`config.mk`:
```
export PLATFORM = sky130hd
export DESIGN_NAME = rst_seq_gen
export DESIGN_NICKNAME = d
export VERILOG_FILES = /design/src/rtl/rst_seq_pkg.sv /design/src/rtl/rst_sync.sv /design/src/rtl/rst_seq_gen.sv
export SDC_FILE = /design/constraint.sdc
export NUM_CORES = 1
export LEC_CHECK = 0
export CELL_PAD_IN_SITES_DETAIL_PLACEMENT = 1
export CELL_PAD_IN_SITES_GLOBAL_PLACEMENT = 1
export CORE_ASPECT_RATIO = 1.5
export CORE_MARGIN = 4
export CORE_UTILIZATION = 35
export DETAILED_ROUTE_END_ITERATION = 6
export PLACE_DENSITY_LB_ADDON = 0.1
export SETUP_SLACK_MARGIN = 0.3
export SYNTH_ARGS = -nofsm -noshare
export SYNTH_HDL_FRONTEND = slang
export SYNTH_HIERARCHICAL = 1
export SYNTH_SLANG_ARGS = --single-unit
```
`constraint.sdc`:
```
create_clock -name clk -period 1.2 [get_ports clk]
set_input_delay 0.18 -clock clk [delete_from_list [all_inputs] [get_ports clk]]
set_output_delay 0.18 -clock clk [all_outputs]
set_load 0.02 [all_outputs]
```
`src/rtl/rst_seq_pkg.sv`:
```
// Shared types and default parameters for the reset sequence generator.
package rst_seq_pkg;

    localparam int unsigned DEF_NUM_CH      = 4;
    localparam int unsigned DEF_SYNC_STAGES = 2;
    localparam int unsigned DEF_DLY_W       = 8;
    localparam int unsigned DEF_SW_PULSE    = 16;

    typedef enum logic [1:0] {
        SYNC_WAIT = 2'd0,
        LOAD      = 2'd1,
        COUNT     = 2'd2,
        DONE      = 2'd3
    } seq_state_e;

    // Width of a channel index; a single channel still needs one bit.
    function automatic int unsigned ch_idx_w(input int unsigned n);
        return (n > 1) ? $clog2(n) : 1;
    endfunction

endpackage

```
`src/rtl/rst_sync.sv`:
```
// Reset synchronizer: asserts asynchronously, releases after STAGES rising edges.
module rst_sync #(
    parameter int unsigned STAGES = 2
) (
    input  logic clk,
    input  logic rst_n,
    output logic rst_sync_n
);

    logic [STAGES-1:0] sync_q;

    // Shift ones in after rst_n releases; clear the whole chain on assertion.
    always_ff @(posedge clk or negedge rst_n) begin
        if (!rst_n) begin
            sync_q <= '0;
        end else begin
            sync_q <= {sync_q[STAGES-2:0], 1'b1};
        end
    end

    assign rst_sync_n = sync_q[STAGES-1];

endmodule

```
`src/rtl/rst_seq_gen.sv`:
```
// Sequenced per-channel reset release with per-channel software reset pulses.
module rst_seq_gen
    import rst_seq_pkg::*;
#(
    parameter int unsigned NUM_CH      = DEF_NUM_CH,
    parameter int unsigned SYNC_STAGES = DEF_SYNC_STAGES,
    parameter int unsigned DLY_W       = DEF_DLY_W,
    parameter int unsigned SW_PULSE    = DEF_SW_PULSE
) (
    input  logic                          clk,
    input  logic                          rst_n,
    input  logic [NUM_CH*DLY_W-1:0]       dly_cfg,
    input  logic                          seq_restart,
    input  logic [NUM_CH-1:0]             sw_rst_req,
    output logic [NUM_CH-1:0]             ch_rst_n,
    output logic                          seq_busy,
    output logic                          seq_done,
    output logic [ch_idx_w(NUM_CH)-1:0]   cur_ch
);

    localparam int unsigned CH_W   = ch_idx_w(NUM_CH);
    localparam int unsigned PCNT_W = $clog2(SW_PULSE + 1);

    logic                rst_sync_n;
    seq_state_e          state;
    logic [DLY_W-1:0]    dly_cnt;
    logic [DLY_W-1:0]    dly_arr   [NUM_CH];
    logic [PCNT_W-1:0]   pulse_cnt [NUM_CH];

    rst_sync #(
        .STAGES     (SYNC_STAGES)
    ) u_rst_sync (
        .clk        (clk),
        .rst_n      (rst_n),
        .rst_sync_n (rst_sync_n)
    );

    // Split the flat delay bus into per-channel fields.
    always_comb begin
        for (int i = 0; i < NUM_CH; i++) begin
            dly_arr[i] = dly_cfg[i*DLY_W +: DLY_W];
        end
    end

    // Release sequencer and software pulse handling; outputs change with the state.
    always_ff @(posedge clk or negedge rst_sync_n) begin
        if (!rst_sync_n) begin
            state    <= SYNC_WAIT;
            cur_ch   <= '0;
            dly_cnt  <= '0;
            ch_rst_n <= '0;
            seq_busy <= 1'b0;
            seq_done <= 1'b0;
            for (int i = 0; i < NUM_CH; i++) begin
                pulse_cnt[i] <= '0;
            end
        end else begin
            case (state)
                SYNC_WAIT: begin
                    state    <= LOAD;
                    cur_ch   <= '0;
                    seq_busy <= 1'b1;
                end
                LOAD: begin
                    dly_cnt <= dly_arr[cur_ch];
                    state   <= COUNT;
                end
                COUNT: begin
                    if (dly_cnt == '0) begin
                        ch_rst_n[cur_ch] <= 1'b1;
                        if (cur_ch == CH_W'(NUM_CH - 1)) begin
                            state    <= DONE;
                            seq_busy <= 1'b0;
                            seq_done <= 1'b1;
                        end else begin
                            cur_ch <= cur_ch + CH_W'(1);
                            state  <= LOAD;
                        end
                    end else begin
                        dly_cnt <= dly_cnt - DLY_W'(1);
                    end
                end
                DONE: begin
                    if (seq_restart) begin
                        // Restart beats any software request and cancels live pulses.
                        ch_rst_n <= '0;
                        cur_ch   <= '0;
                        state    <= LOAD;
                        seq_busy <= 1'b1;
                        seq_done <= 1'b0;
                        for (int i = 0; i < NUM_CH; i++) begin
                            pulse_cnt[i] <= '0;
                        end
                    end else begin
                        for (int i = 0; i < NUM_CH; i++) begin
                            if (sw_rst_req[i]) begin
                                pulse_cnt[i] <= PCNT_W'(SW_PULSE);
                                ch_rst_n[i]  <= 1'b0;
                            end else if (pulse_cnt[i] == PCNT_W'(1)) begin
                                pulse_cnt[i] <= '0;
                                ch_rst_n[i]  <= 1'b1;
                            end else if (pulse_cnt[i] != '0) begin
                                pulse_cnt[i] <= pulse_cnt[i] - PCNT_W'(1);
                            end
                        end
                    end
                end
                default: begin
                    state <= SYNC_WAIT;
                end
            endcase
        end
    end

endmodule

```
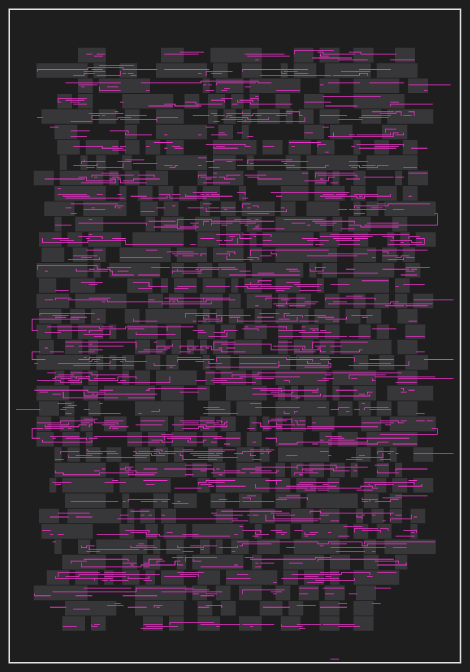
**Above:** met1 routing.
Cells faint in the background.
share of all routed wire: 37%
main direction: horizontal
wire length on this layer: 3920 um
longest straight run: 25.3 um
routed vias: 2887
met1 usage: 23.0%
Post-Route WL: 10.6 mm

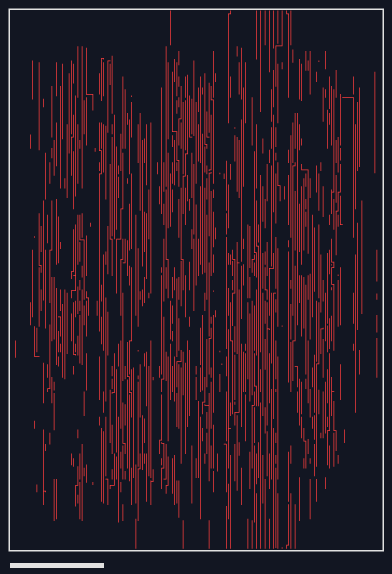
**Above:** met2 routing.
Scale bar: 20 um.
main direction: vertical
longest straight run: 45.2 um
nets with wire on the layer: 452

==> summary.txt <==
flow finished, numbers: power density over the cells roughly 2200 mW/mm^2, post-synthesis sequential element count about 40, Reg2Reg Setup Slack -580 ps, clock share of power a little over a tenth, fraction of registers with async set or reset after synthesis 100%, clkbuf count 6, Top Layout Cells buf_4, clkdlybuf4s50_1, dfrtp_1, synthesized instance count between 200 and 300, Comb pwr share 67.2%, sequential power share between 20% and 30%, top cell category logic gates, Tap Cells 100, top cells by count dfrtp_1, nand2_1, ha_1, inv_1, nor2_1, RSZ-0062 raised after global routing yes, cells in synth_stat.txt ~280, largest net degree at the start of global routing 30, met2 Use GR a little over two fifths, CTS tree yes, clock-pin slew of the registers on the worst-case setup and hold paths 80 ps, met3 wire length ~240 um, CP peak stage delay approximately 640 ps, Log Warnings between 40 and 50, layout cells sized above 1 around half, Post-synth EDFFs 0, Yosys Chip Area 0.00269 sq mm, failing checks negative setup slack, synthesized area roughly 0.0027 sq mm, RePlAce Congestion 0.824, Final setup viols 38, post-DP HPWL between 7 and 8 mm, most numerous logic cell after layout buf_4, status complete, but fails checks, Die Y roughly 120 um, flip-flop count of the largest register after layout 20, Total Neg Setup Slack -14780 ps, CTS buffer count 5, post-synth net total 342, CP delay by family, top simple AND/OR/NAND/NOR gates, DR WL/cell 19.7 um, clk pwr around 1.2 mW, Worst Setup SP dly_cnt[3], logic share of the area between 40% and 50%, CP bufs+invs 1, post-synth cell types ~53, worst setup margin -582 ps, Net Sw Power approximately 4.3 mW
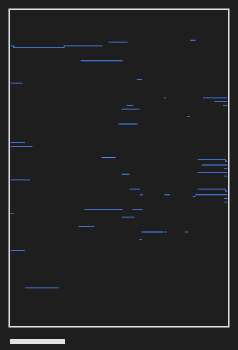
**Above:** met3 routing.
Scale bar: 20 um.
wire length on this layer: 236 um
share of all routed wire: 2.2%

Power figures rest on the tool's default switching activity, not on a simulated workload.
